===== src/rtl/alu_pkg.sv =====
// Shared opcode constants, FSM state encoding and default width for the
// multicycle ALU and its iterative multiply/divide unit.
package alu_pkg;

    localparam int XLEN_DEFAULT = 32;

    localparam logic [4:0] ALUOP_ADD    = 5'd0;
    localparam logic [4:0] ALUOP_SUB    = 5'd1;
    localparam logic [4:0] ALUOP_AND    = 5'd2;
    localparam logic [4:0] ALUOP_OR     = 5'd3;
    localparam logic [4:0] ALUOP_XOR    = 5'd4;
    localparam logic [4:0] ALUOP_SLL    = 5'd5;
    localparam logic [4:0] ALUOP_SRL    = 5'd6;
    localparam logic [4:0] ALUOP_SRA    = 5'd7;
    localparam logic [4:0] ALUOP_NON    = 5'd8;
    localparam logic [4:0] ALUOP_SLT    = 5'd9;
    localparam logic [4:0] ALUOP_SLTU   = 5'd10;
    localparam logic [4:0] ALUOP_MUL    = 5'd16;
    localparam logic [4:0] ALUOP_MULH   = 5'd17;
    localparam logic [4:0] ALUOP_MULHSU = 5'd18;
    localparam logic [4:0] ALUOP_MULHU  = 5'd19;
    localparam logic [4:0] ALUOP_DIV    = 5'd20;
    localparam logic [4:0] ALUOP_DIVU   = 5'd21;
    localparam logic [4:0] ALUOP_REM    = 5'd22;
    localparam logic [4:0] ALUOP_REMU   = 5'd23;

    typedef enum logic [1:0] {
        IDLE = 2'd0,
        CALC = 2'd1,
        FIX  = 2'd2
    } alu_state_e;

    // Codes 16..23 are the iterative multiply/divide group.
    function automatic logic aluop_is_iter(input logic [4:0] op);
        return op[4:3] == 2'b10;
    endfunction

endpackage


===== src/rtl/alu_muldiv_iter.sv =====
// Iterative multiply/divide on operand magnitudes: one shift-add or restoring
// step per cycle over a 2*XLEN accumulator, sign fix applied to the output.
module alu_muldiv_iter
    import alu_pkg::*;
#(
    parameter int XLEN  = XLEN_DEFAULT,
    parameter int CNT_W = $clog2(XLEN) + 1
) (
    input  logic            clk_i,
    input  logic            rst_ni,
    input  logic            start_i,
    input  logic [4:0]      op_i,
    input  logic [XLEN-1:0] a_i,
    input  logic [XLEN-1:0] b_i,
    output logic            done_o,
    output logic [XLEN-1:0] result_o
);
    logic [4:0]        op_q, op_d;
    logic [XLEN-1:0]   a_raw_q, a_raw_d;
    logic [XLEN-1:0]   b_mag_q, b_mag_d;
    logic [2*XLEN-1:0] acc_q, acc_d;
    logic [CNT_W-1:0]  cnt_q, cnt_d;
    logic              active_q, active_d;
    logic              a_neg_q, a_neg_d;
    logic              b_neg_q, b_neg_d;
    logic              a_sgn, b_sgn;
    logic [XLEN:0]     mul_sum, div_trial;
    logic [2*XLEN-1:0] step, prod;
    logic [XLEN-1:0]   q_mag, r_mag;

    // done_o marks the cycle in which the final iteration is being applied.
    assign done_o = active_q && (cnt_q == CNT_W'(XLEN - 1));

    always_comb begin
        a_sgn = 1'b0;
        b_sgn = 1'b0;
        case (op_i)
            ALUOP_MULH, ALUOP_DIV, ALUOP_REM: begin
                a_sgn = 1'b1;
                b_sgn = 1'b1;
            end
            ALUOP_MULHSU: a_sgn = 1'b1;
            default: ;
        endcase
    end

    always_comb begin
        mul_sum   = {1'b0, acc_q[2*XLEN-1:XLEN]} + {1'b0, b_mag_q};
        div_trial = {acc_q[2*XLEN-1:XLEN], acc_q[XLEN-1]} - {1'b0, b_mag_q};
        if (op_q[2]) begin
            // A clear top bit means the trial subtraction did not borrow.
            if (!div_trial[XLEN])
                step = {div_trial[XLEN-1:0], acc_q[XLEN-2:0], 1'b1};
            else
                step = {acc_q[2*XLEN-2:0], 1'b0};
        end else if (acc_q[0]) begin
            step = {mul_sum, acc_q[XLEN-1:1]};
        end else begin
            step = {1'b0, acc_q[2*XLEN-1:1]};
        end
    end

    always_comb begin
        op_d     = op_q;
        a_raw_d  = a_raw_q;
        b_mag_d  = b_mag_q;
        acc_d    = acc_q;
        cnt_d    = cnt_q;
        active_d = active_q;
        a_neg_d  = a_neg_q;
        b_neg_d  = b_neg_q;
        if (start_i) begin
            op_d     = op_i;
            a_raw_d  = a_i;
            a_neg_d  = a_sgn & a_i[XLEN-1];
            b_neg_d  = b_sgn & b_i[XLEN-1];
            b_mag_d  = b_neg_d ? -b_i : b_i;
            acc_d    = {{XLEN{1'b0}}, (a_neg_d ? -a_i : a_i)};
            cnt_d    = '0;
            active_d = 1'b1;
        end else if (active_q) begin
            acc_d = step;
            cnt_d = cnt_q + CNT_W'(1);
            if (done_o)
                active_d = 1'b0;
        end
    end

    // Most-negative / -1 needs no special path: the magnitude quotient
    // negates back to most-negative and the remainder is already zero.
    always_comb begin
        prod  = (a_neg_q ^ b_neg_q) ? -acc_q : acc_q;
        q_mag = acc_q[XLEN-1:0];
        r_mag = acc_q[2*XLEN-1:XLEN];
        case (op_q)
            ALUOP_MUL:
                result_o = prod[XLEN-1:0];
            ALUOP_MULH, ALUOP_MULHSU, ALUOP_MULHU:
                result_o = prod[2*XLEN-1:XLEN];
            ALUOP_DIV, ALUOP_DIVU:
                result_o = (b_mag_q == '0) ? '1 : ((a_neg_q ^ b_neg_q) ? -q_mag : q_mag);
            ALUOP_REM, ALUOP_REMU:
                result_o = (b_mag_q == '0) ? a_raw_q : (a_neg_q ? -r_mag : r_mag);
            default:
                result_o = '0;
        endcase
    end

    always_ff @(posedge clk_i or negedge rst_ni) begin
        if (!rst_ni) begin
            op_q     <= ALUOP_MUL;
            a_raw_q  <= '0;
            b_mag_q  <= '0;
            acc_q    <= '0;
            cnt_q    <= '0;
            active_q <= 1'b0;
            a_neg_q  <= 1'b0;
            b_neg_q  <= 1'b0;
        end else begin
            op_q     <= op_d;
            a_raw_q  <= a_raw_d;
            b_mag_q  <= b_mag_d;
            acc_q    <= acc_d;
            cnt_q    <= cnt_d;
            active_q <= active_d;
            a_neg_q  <= a_neg_d;
            b_neg_q  <= b_neg_d;
        end
    end

endmodule


===== src/rtl/alu_mc.sv =====
// Multicycle RV32I/M ALU: single-cycle datapath, valid/ready handshake and
// registered result/zero; multiply/divide delegated to alu_muldiv_iter.
module alu_mc
    import alu_pkg::*;
#(
    parameter int  XLEN  = XLEN_DEFAULT,
    localparam int CNT_W = $clog2(XLEN) + 1
) (
    input  logic            clk,
    input  logic            reset,
    input  logic            in_valid,
    output logic            in_ready,
    input  logic [4:0]      alu_op,
    input  logic [XLEN-1:0] oprand1,
    input  logic [XLEN-1:0] oprand2,
    output logic            out_valid,
    output logic [XLEN-1:0] result,
    output logic            zero,
    output logic            busy
);
    localparam int SH_W = $clog2(XLEN);

    alu_state_e      state_q, state_d;
    logic [4:0]      op_q, op_d;
    logic [XLEN-1:0] a_q, a_d, b_q, b_d;
    logic            sc_pend_q, sc_pend_d;
    logic [XLEN-1:0] result_q, result_d;
    logic            zero_q, zero_d;
    logic            valid_q, valid_d;
    logic            accept, iter_start, iter_done;
    logic [XLEN-1:0] sc_result, iter_result;
    logic [SH_W-1:0] shamt;

    assign accept     = in_valid && (state_q == IDLE);
    assign iter_start = accept && aluop_is_iter(alu_op);

    alu_muldiv_iter #(
        .XLEN  (XLEN),
        .CNT_W (CNT_W)
    ) u_muldiv (
        .clk_i    (clk),
        .rst_ni   (reset),
        .start_i  (iter_start),
        .op_i     (alu_op),
        .a_i      (oprand1),
        .b_i      (oprand2),
        .done_o   (iter_done),
        .result_o (iter_result)
    );

    // Single-cycle ops evaluate the operands captured at accept.
    always_comb begin
        sc_result = '0;
        shamt     = b_q[SH_W-1:0];
        case (op_q)
            ALUOP_ADD:  sc_result = a_q + b_q;
            ALUOP_SUB:  sc_result = a_q - b_q;
            ALUOP_AND:  sc_result = a_q & b_q;
            ALUOP_OR:   sc_result = a_q | b_q;
            ALUOP_XOR:  sc_result = a_q ^ b_q;
            ALUOP_SLL:  sc_result = a_q << shamt;
            ALUOP_SRL:  sc_result = a_q >> shamt;
            ALUOP_SRA:  sc_result = $signed(a_q) >>> shamt;
            ALUOP_SLT:  sc_result = XLEN'($signed(a_q) < $signed(b_q));
            ALUOP_SLTU: sc_result = XLEN'(a_q < b_q);
            ALUOP_NON:  sc_result = '0;
            default:    sc_result = '0;
        endcase
    end

    always_comb begin
        state_d   = state_q;
        op_d      = op_q;
        a_d       = a_q;
        b_d       = b_q;
        sc_pend_d = 1'b0;
        result_d  = result_q;
        zero_d    = zero_q;
        valid_d   = 1'b0;
        if (sc_pend_q) begin
            result_d = sc_result;
            zero_d   = (sc_result == '0);
            valid_d  = 1'b1;
        end
        case (state_q)
            IDLE: begin
                if (iter_start) begin
                    state_d = CALC;
                end else if (accept) begin
                    sc_pend_d = 1'b1;
                    op_d      = alu_op;
                    a_d       = oprand1;
                    b_d       = oprand2;
                end
            end
            CALC: if (iter_done) state_d = FIX;
            FIX: begin
                result_d = iter_result;
                zero_d   = (iter_result == '0);
                valid_d  = 1'b1;
                state_d  = IDLE;
            end
            default: state_d = IDLE;
        endcase
    end

    always_ff @(posedge clk or negedge reset) begin
        if (!reset) begin
            state_q   <= IDLE;
            op_q      <= ALUOP_NON;
            a_q       <= '0;
            b_q       <= '0;
            sc_pend_q <= 1'b0;
            result_q  <= '0;
            zero_q    <= 1'b1;
            valid_q   <= 1'b0;
        end else begin
            state_q   <= state_d;
            op_q      <= op_d;
            a_q       <= a_d;
            b_q       <= b_d;
            sc_pend_q <= sc_pend_d;
            result_q  <= result_d;
            zero_q    <= zero_d;
            valid_q   <= valid_d;
        end
    end

    assign in_ready  = (state_q == IDLE);
    assign busy      = (state_q != IDLE);
    assign out_valid = valid_q;
    assign result    = result_q;
    assign zero      = zero_q;

endmodule

===== config.mk =====
export PLATFORM = sky130hd
export DESIGN_NAME = alu_mc
export DESIGN_NICKNAME = d
export VERILOG_FILES = /design/src/rtl/alu_pkg.sv /design/src/rtl/alu_muldiv_iter.sv /design/src/rtl/alu_mc.sv
export SDC_FILE = /design/constraint.sdc
export NUM_CORES = 2
export LEC_CHECK = 0
export CORE_MARGIN = 2
export CORE_UTILIZATION = 35
export CTS_CLUSTER_SIZE = 16
export DETAILED_ROUTE_END_ITERATION = 16
export PLACE_DENSITY_LB_ADDON = 0.12
export SETUP_SLACK_MARGIN = 0.15
export SKIP_CTS_REPAIR_TIMING = 1
export SYNTH_ARGS = -nofsm -noshare
export SYNTH_HDL_FRONTEND = slang
export SYNTH_SLANG_ARGS = --single-unit

===== constraint.sdc =====
create_clock -name clk -period 5.1 [get_ports clk]
set_clock_uncertainty 0.1 [all_clocks]
set_input_delay 0.51 -clock clk [delete_from_list [all_inputs] [get_ports clk]]
set_output_delay 0.51 -clock clk [all_outputs]
set_load 0.05 [all_outputs]

Cell outlines without signal wires:
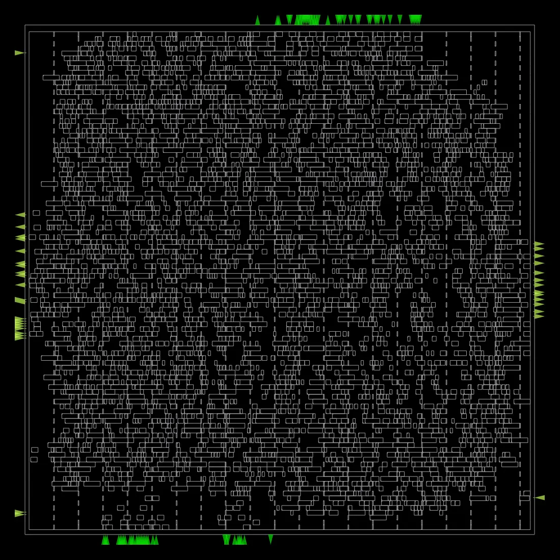
Site Rows: 103
number of sequential cells: 248
fraction of standard cell area that is sequential: 0.192

Floorplan with the power grid:
(1.5 px per micron) Pins as bars on the die edge.
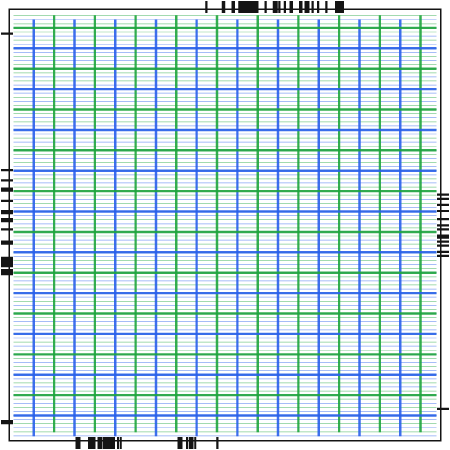
| colour | net |
|---|---|
| blue | VSS |
| green | VDD |
rows: 103
met5 straps: 20

Routed metal per tile:
(1 px per micron) The die is cut into 29 by 29 equal tiles; dark purple is low, yellow is high, scaled to the fullest tile. Values are wire area over tile area, all layers added.
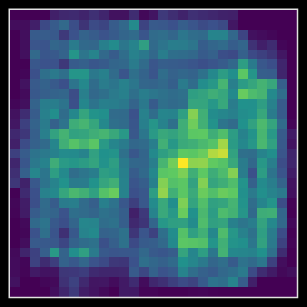
fullest tile: 0.83
nearly empty tiles: 9.8%
mean over tiles: 0.28

==> flow_metrics.py <==
# Physical implementation metrics
metrics = {
    "routing": {
        "first_iter_violations": 3405,
        "vias": 29854,
        "drt-pass1-iter-count": 9,
        "drt-total-wl_mm": 141,
        "avgViaCountPerCell": 6.19,
        "drtAntennaViolNets": 0,
    },
    "layout": {
        "area_growth_pct": 15.9,
        "num-nets-final": 3985,
        "n_clock_buffer": 47,
        "comb-cell-share": 0.619,
        "non_clock_inverter_count": 172,
        "comb_area_sq_um": 20100,
        "nonClkBufAreaFrac": 0.0885,
        "layout.area.top_class": "multi-input combinational cells",
        "fillerInstances": 8248,
        "layout.non_clock_buffers": 330,
        "register_area_sq_um": 6220,
        "postLayoutCoreUtil": 0.410,
        "top_layout_cell": "sky130_fd_sc_hd__nand2_1",
        "leading_cell_types_in_the_layout_fill_and_taps_excluded": "sky130_fd_sc_hd__nand2_1 (499), sky130_fd_sc_hd__nor2_1 (330), sky130_fd_sc_hd__o21ai_0 (312)",
    },
    "clock_tree": {
        "tritoncts.num_buffers": 36,
        "clk_path_buf_depth": 3,
        "cts-root-buf": "sky130_fd_sc_hd__clkbuf_16",
        "insertion_delay_ns": 0.60,
        "tritoncts": "done",
        "clkSinkCount": 248,
    },
    "yosys": {
        "synth-area-yosys_sq_um": 28000,
        "most_used_standard_cell_by_instance_count_after_synthesis": "sky130_fd_sc_hd__nand2_1",
        "synth-warning-count": 0,
        "top_area_cell_types": "sky130_fd_sc_hd__dfrtp_1 (22%), sky130_fd_sc_hd__ha_1 (7.6%), sky130_fd_sc_hd__nand2_1 (6.7%)",
        "synth-edff-count": 0,
        "synth.avg_cell_area_sq_um": 7.68,
        "common_cells": "sky130_fd_sc_hd__nand2_1 (499), sky130_fd_sc_hd__nor2_1 (333), sky130_fd_sc_hd__o21ai_0 (312)",
        "ys_cells": 3643,
        "yosys.area.top_type_share": 0.219,
        "post_synth_main_logic_family": "AND-OR/OR-AND gates",
        "synth.cellmix.compoundShare": 0.264,
        "portion_of_netlist_area_occupied_by_mux_cells": 0.100,
        "syn-instance-count": 3643,
        "netlist_area_sq_um": 28000,
        "top_area_cell": "sky130_fd_sc_hd__dfrtp_1",
    },
    "global_routing": {
        "first_global_vias": 28415,
        "overall_global_routing_usage": 0.335,
        "global_route.overflow_total": 0,
        "grt_start_max_net_pins": 84,
        "grt_antenna_before_repair": 2,
    },
    "floorplanning": {
        "floorplan.tapcells": 1050,
        "chip_area_sq_um": 82200,
        "floorplan.core_util": 0.354,
        "core_sq_um": 79000,
    },
    "pwr": {
        "cellPowerDensity_nw_per_um2": 652,
        "irDropWorstVdd_uv": 340,
        "switching_share": 0.531,
        "design_power_total_w": 0.0211,
        "p_seq_w": 0.00378,
        "power.share.sequential": 0.179,
        "maxPowerGroup": "combinational cells",
        "power_report.internal_total_w": 0.00992,
        "static-leakage-power_nw": 13.5,
    },
    "final_timing": {
        "setup_repair_after_global_routing_missed_its_margin": "false",
        "worst_slack_ns": 0.295,
        "period_minus_slack_ns": 4.80,
        "endpoints_failing_hold": 0,
        "slew_margin_rel": 0.105,
        "highest_achievable_clock_rate_mhz": 208,
        "setup_tns_ns": 0,
        "finalHoldWorstSlack_ns": 0.364,
    },
    "place": {
        "port_buffers": 107,
        "gp_congestion": 1.04,
        "detailedPlace.worstSlack_ns": 0.147,
    },
    "setup_path": {
        "r2r-end": "zero",
        "worst_r2r_startpoint": "b_q[0]",
        "crit_path_start": "b_q[0]",
        "crit_path_end_kind": "register",
        "worstSetupPathDepth": 14,
        "critical_path.n_buffers_inverters": 0,
        "worst_setup_path_endpoint": "zero",
    },
    "hold_path": {
        "hold_class": "input pin to asynchronous set/reset pin",
    },
    "run_status": {
        "outcome": "finished, final reports clean",
    },
}
==> registers in the layout, summed over array words and instances (netlist names), 5 cells and up <==
register,cells
u_muldiv.acc_q,64
a_q,32
b_q,32
result,32
u_muldiv.a_raw_q,32
u_muldiv.b_mag_q,32
u_muldiv.cnt_q,6
op_q,5
u_muldiv.op_q,5
==> through the flow <==
step                      cells  cell area [sq um]
after global placement     4750              31000
after detailed placement   4750              31000
final                      4821              32400
after CTS                  4815              32300
after floorplan            3643              28000
after global routing       4817              32400
==> layer usage <==
layer | global-route usage | vias up | share of wire | routed length [microns]
li1 | - | 13440 | - | -
met1 | 0.448 | 14706 | 0.43 | 59800
met2 | 0.526 | 1405 | 0.44 | 62400
met3 | 0.0586 | 303 | 0.079 | 11100
met4 | 0.149 | 0 | 0.052 | 7260
met5 | 0 | - | 0 | 0
Power figures rest on the tool's default switching activity, not on a simulated workload.
